**src/rtl/serial_alu_pkg.sv**
```systemverilog
// Shared opcodes, FSM states and op helpers for the bit-serial ALU.
// SERIAL_ALU_SLT_EN enables signed set-less-than on op 110.
package serial_alu_pkg;

   localparam logic [2:0] OP_AND = 3'b000;
   localparam logic [2:0] OP_OR  = 3'b001;
   localparam logic [2:0] OP_ADD = 3'b010;
   localparam logic [2:0] OP_SUB = 3'b011;
   localparam logic [2:0] OP_XOR = 3'b100;
   localparam logic [2:0] OP_NOR = 3'b101;
   localparam logic [2:0] OP_SLT = 3'b110;
   localparam logic [2:0] OP_RSV = 3'b111;

   typedef enum logic [1:0] {
      IDLE,
      RUN,
      DONE
   } state_t;

   function automatic logic is_sub(input logic [2:0] op);
      return (op == OP_SUB) || (op == OP_SLT);
   endfunction

   function automatic logic is_arith(input logic [2:0] op);
      return (op == OP_ADD) || (op == OP_SUB);
   endfunction

   function automatic logic op_legal(input logic [2:0] op);
`ifdef SERIAL_ALU_SLT_EN
      return op != OP_RSV;
`else
      return (op != OP_RSV) && (op != OP_SLT);
`endif
   endfunction

endpackage

```
**src/rtl/serial_alu_ctrl_slice.sv**
```systemverilog
// Combinational 1-bit ALU slice: logic ops plus a full adder.
// B is inverted here for subtract-style ops so the adder does a-b.
module alu_bit_slice
   import serial_alu_pkg::*;
(
   input  logic       a,
   input  logic       b,
   input  logic       cin,
   input  logic [2:0] op,
   output logic       res,
   output logic       cout
);

   logic bx;
   logic sum;

   assign bx   = b ^ is_sub(op);
   assign sum  = a ^ bx ^ cin;
   assign cout = (a & bx) | (a & cin) | (bx & cin);

   always_comb begin
      res = 1'b0;
      unique case (1'b1)
         op == OP_AND: res = a & b;
         op == OP_OR:  res = a | b;
         op == OP_ADD: res = sum;
         op == OP_SUB: res = sum;
         op == OP_XOR: res = a ^ b;
         op == OP_NOR: res = ~(a | b);
         op == OP_SLT: res = sum;
         default:      res = 1'b0;
      endcase
   end

endmodule

```
**src/rtl/serial_alu_ctrl.sv**
```systemverilog
// Bit-serial ALU engine: one bit per cycle, LSB first, one shared slice.
// SERIAL_ALU_SLT_EN enables signed set-less-than on op 110.
module serial_alu_ctrl
   import serial_alu_pkg::*;
#(
   parameter int WIDTH = 32,
   parameter int CNT_W = $clog2(WIDTH)
) (
   input  logic             clk,
   input  logic             rst_n,
   input  logic             in_valid,
   output logic             in_ready,
   input  logic [2:0]       op,
   input  logic [WIDTH-1:0] a,
   input  logic [WIDTH-1:0] b,
   output logic             out_valid,
   input  logic             out_ready,
   output logic [WIDTH-1:0] result,
   output logic             carry_out,
   output logic             overflow,
   output logic             zero,
   output logic             illegal_op
);

   state_t state, state_nxt;

   logic [WIDTH-1:0] a_sr, b_sr, r_sr;
   logic [WIDTH-1:0] r_fin, res_val;
   logic [2:0]       op_q;
   logic [CNT_W-1:0] cnt;
   logic             cy;
   logic             s_res, s_cout;
   logic             last, ovf;
   logic             legal, arith, slt;

   alu_bit_slice u_slice (
      .a    (a_sr[0]),
      .b    (b_sr[0]),
      .cin  (cy),
      .op   (op_q),
      .res  (s_res),
      .cout (s_cout)
   );

   assign last  = (state == RUN) && (cnt == CNT_W'(WIDTH - 1));
   assign r_fin = {s_res, r_sr[WIDTH-1:1]};
   assign ovf   = cy ^ s_cout;
   assign legal = op_legal(op_q);
   assign arith = is_arith(op_q);
   assign slt   = legal && (op_q == OP_SLT);

   // On the MSB cycle, cy is the carry into the MSB and s_res its sign.
   always_comb begin
      res_val = '0;
      if (!legal)
         res_val = '0;
      else if (slt)
         res_val[0] = s_res ^ ovf;
      else
         res_val = r_fin;
   end

   always_ff @(posedge clk) begin
      if (!rst_n)
         state <= IDLE;
      else
         state <= state_nxt;
   end

   always_comb begin
      state_nxt = state;
      in_ready  = 1'b0;
      out_valid = 1'b0;
      unique case (state)
         IDLE: begin
            in_ready = 1'b1;
            if (in_valid)
               state_nxt = RUN;
         end
         RUN: begin
            if (last)
               state_nxt = DONE;
         end
         DONE: begin
            out_valid = 1'b1;
            if (out_ready)
               state_nxt = IDLE;
         end
         default: state_nxt = IDLE;
      endcase
   end

   always_ff @(posedge clk) begin
      if (!rst_n) begin
         a_sr       <= '0;
         b_sr       <= '0;
         r_sr       <= '0;
         op_q       <= OP_AND;
         cnt        <= '0;
         cy         <= 1'b0;
         result     <= '0;
         carry_out  <= 1'b0;
         overflow   <= 1'b0;
         zero       <= 1'b0;
         illegal_op <= 1'b0;
      end else if (state == IDLE && in_valid) begin
         a_sr <= a;
         b_sr <= b;
         r_sr <= '0;
         op_q <= op;
         cnt  <= '0;
         cy   <= is_sub(op);
      end else if (state == RUN) begin
         a_sr <= a_sr >> 1;
         b_sr <= b_sr >> 1;
         r_sr <= r_fin;
         cy   <= s_cout;
         if (!last)
            cnt <= cnt + CNT_W'(1);
         if (last) begin
            result     <= res_val;
            zero       <= (res_val == '0);
            carry_out  <= legal && arith && s_cout;
            overflow   <= legal && (arith || slt) && ovf;
            illegal_op <= !legal;
         end
      end
   end

endmodule

```
**config.mk**
```make
export PLATFORM = sky130hd
export DESIGN_NAME = serial_alu_ctrl
export DESIGN_NICKNAME = d
export VERILOG_FILES = /design/src/rtl/serial_alu_pkg.sv /design/src/rtl/serial_alu_ctrl_slice.sv /design/src/rtl/serial_alu_ctrl.sv
export SDC_FILE = /design/constraint.sdc
export NUM_CORES = 1
export LEC_CHECK = 0
export CORE_MARGIN = 2
export CORE_UTILIZATION = 25
export CTS_BUF_LIST = sky130_fd_sc_hd__clkbuf_4 sky130_fd_sc_hd__clkbuf_8
export DETAILED_ROUTE_END_ITERATION = 10
export HOLD_SLACK_MARGIN = 0.08
export PLACE_DENSITY = 0.55
export SLEW_MARGIN = 20
export SYNTH_ARGS = -nofsm -noshare
export SYNTH_HDL_FRONTEND = slang
export SYNTH_HIERARCHICAL = 1
export SYNTH_SLANG_ARGS = --single-unit
```
**constraint.sdc**
```tcl
create_clock -name clk -period 6.4 [get_ports clk]
set_input_delay 0.96 -clock clk [delete_from_list [all_inputs] [get_ports clk]]
set_output_delay 0.96 -clock clk [all_outputs]
set_load 0.02 [all_outputs]
```
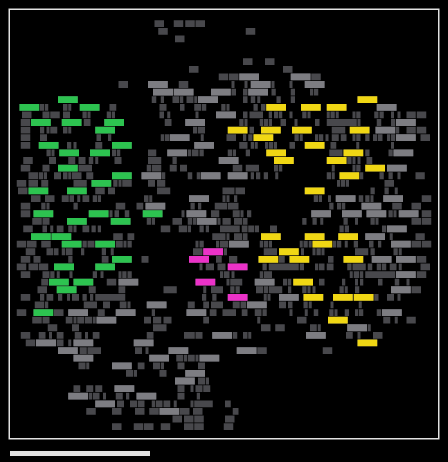
*Register map, names as in the netlist*
Bar = 50 um. Other sequential cells in the stronger gray, the rest of the logic in the fainter gray.
- green: b_sr (placed flops 32; where left middle)
- yellow: r_sr (placed flops 31)
- magenta: cnt (placed flops 5; where middle)
- not colored: 74
sequential share of cell area: 0.392
post-layout util: 0.333
sequential group power: 0.935 mW

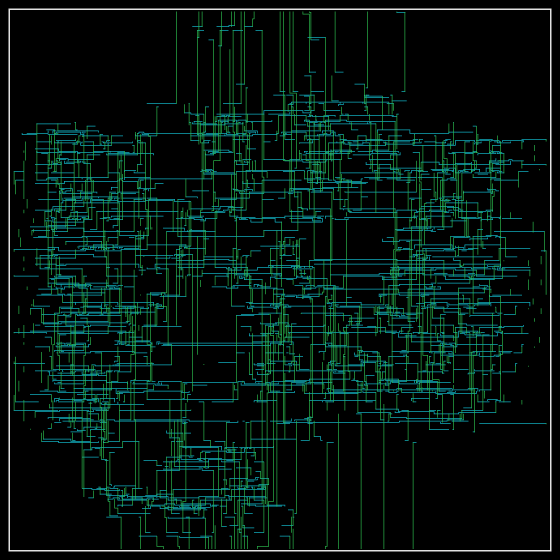
*Signal wires by layer*
Two of the layers only.
- green: met2 (wire length 6600 um)
- cyan: met1 (wire length 7020 um)
detailed-route wire length per cell: 14.0 um
vias after detailed routing: 4853
total wirelength of the detailed-routed design: 14600 um

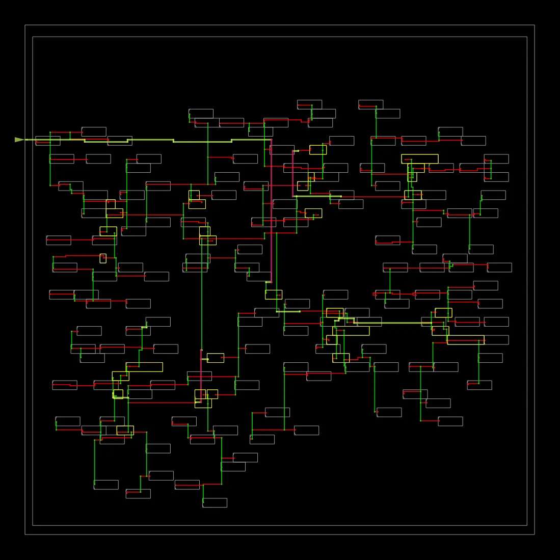
*Clock routing*
power in the clock group: 0.794 mW
Clock Sink Count: 142
clock insertion delay at the later pin of the skew report: 0.44 ns

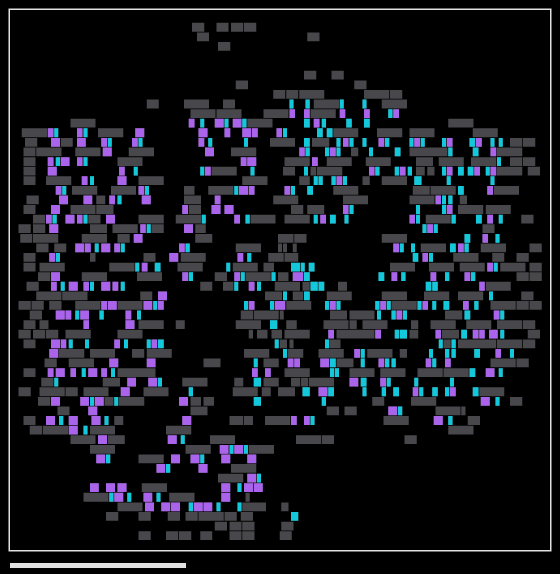
*Selected gate families*
Bar = 50 um.
- cyan: NAND gates (cells 222; most used nand2_1)
- purple: inverting AOI/OAI gates (cells 205; most used a21oi_1)
Final Instance Count excl. Fillers: 1037
dominant logic cell type in the layout: sky130_fd_sc_hd__nand2_1
multi-input logic portion of the cell area: 0.341

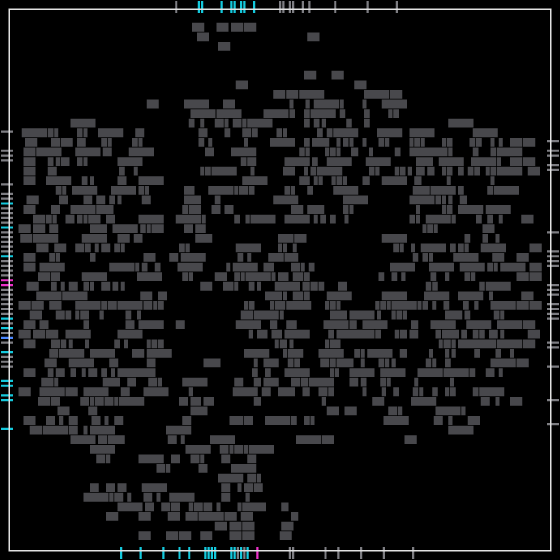
*Ports around the boundary*
Pins as bars across the die edge, other pins in gray.
- magenta: op (pins 3; direction input; edge 2 left, 1 bottom)
- blue: rst_n (pins 1; direction input; edge left)
- cyan: a (pins 32; direction input; edge 13 bottom, 11 left, 8 top)
- all pins by edge: 46 left, 23 bottom, 22 right, 18 top
die height: 153 um
total of buffers placed on input and output ports: 108

==> reports/notes.md <==
The leakage dissipation is 2.41 nW. The fraction of layout cells with a size suffix above 1 works out to 0.0635. Total number of tap cells: 280. After global routing the overflow that remains totals 0. The largest part of the power goes to registers. Worst endpoint data arrival time: 1.81 ns.

The run finished with clean final reports. The run gives 0.250 for the net switching share of the total power. Yosys stat counts 661 cells in the synthesized netlist. A synthesized cell averages 8.41 um2.

There are 142 flip-flops and latches. CTS placed an instance of sky130_fd_sc_hd__clkbuf_8 at the clock tree root. TritonCTS built the clock tree. The run gives 0.511 for the sequential share of the synthesized area. Largest area contributor in the synthesized netlist: sky130_fd_sc_hd__dfxtp_1. The core region is 21800 um2. In the final timing run, aggregate negative setup slack is 0 ns. By area the synthesized netlist is led by sky130_fd_sc_hd__dfxtp_1 51%, sky130_fd_sc_hd__nand2_1 12%, sky130_fd_sc_hd__a21oi_1 9.9%. Post-synth the commonest register cell is sky130_fd_sc_hd__dfxtp_1.

Among all cell types in the netlist, the one instantiated most often is sky130_fd_sc_hd__nand2_1. The layer flagged by global routing as most heavily used is met2. The initial antenna violation count came out at 3. Top cell family by delay on the critical path: buffers and inverters.

The total power after layout came out at 1.91 mW. The count of boundary I/O pins was 109. The number of nets handed over by synthesis was 737. The run gives 23900 um for the first-pass GRT wire length. For the internal power consumption, the log shows 1.43 mW. At the placement stage, the worst setup path has a slack of 3.25 ns. The clock-cell share of area is 0.0605, and the count of library flops with an enable pin is 0. Per the detail_route log, met3 wirelength is 849 um. Count of buffer and inverter cells on the critical path: 1. Looking at the clock tree report, the maximum root-to-sink buffer count equals 2. After synthesis, the largest family of logic cells by area is AND-OR/OR-AND gates. For this design, the slowest cell found on the critical path is sky130_fd_sc_hd__clkdlybuf4s50_1. Half-perimeter wire length after placement: 9080 um. Per the layout report, the design carries 4 non-clock inverters. The run gives 4.68 for the number of vias per cell after detailed routing. The largest cell class by area is flip-flops and latches. The number of placed instances, taps included was 1004. The logs give 220 for the number of design-rule violations left by the first detailed-router iteration and 0.0166 ns for the post-route clock skew. The kind of start point of the critical path is a flop.
-- final timing paths --
kind / start / to / slack [ns] / cells after the start
worst min-delay path: result[9] / result[9] / 0.45 / 2
worst max-delay path: state[1] / out_valid / 3.63 / 2
worst max register to register: state[0] / result[25] / 3.80 / 5
worst min register to register: result[9] / result[9] / 0.45 / 2
-- cell families (layout without fill, tap and decap cells) --
| group | after synthesis | count (layout) |
|---|---|---|
| buffers and inverters | 56 | 151 |
| AND/OR/NAND/NOR | 242 | 242 |
| other | 0 | 1 |
| XOR/XNOR | 7 | 7 |
| multiplexers | 2 | 2 |
| adder cells (fa/ha/maj) | 5 | 5 |
| AND-OR/OR-AND | 207 | 207 |
| flip-flops | 142 | 142 |
Power and IR drop assume default switching activity.
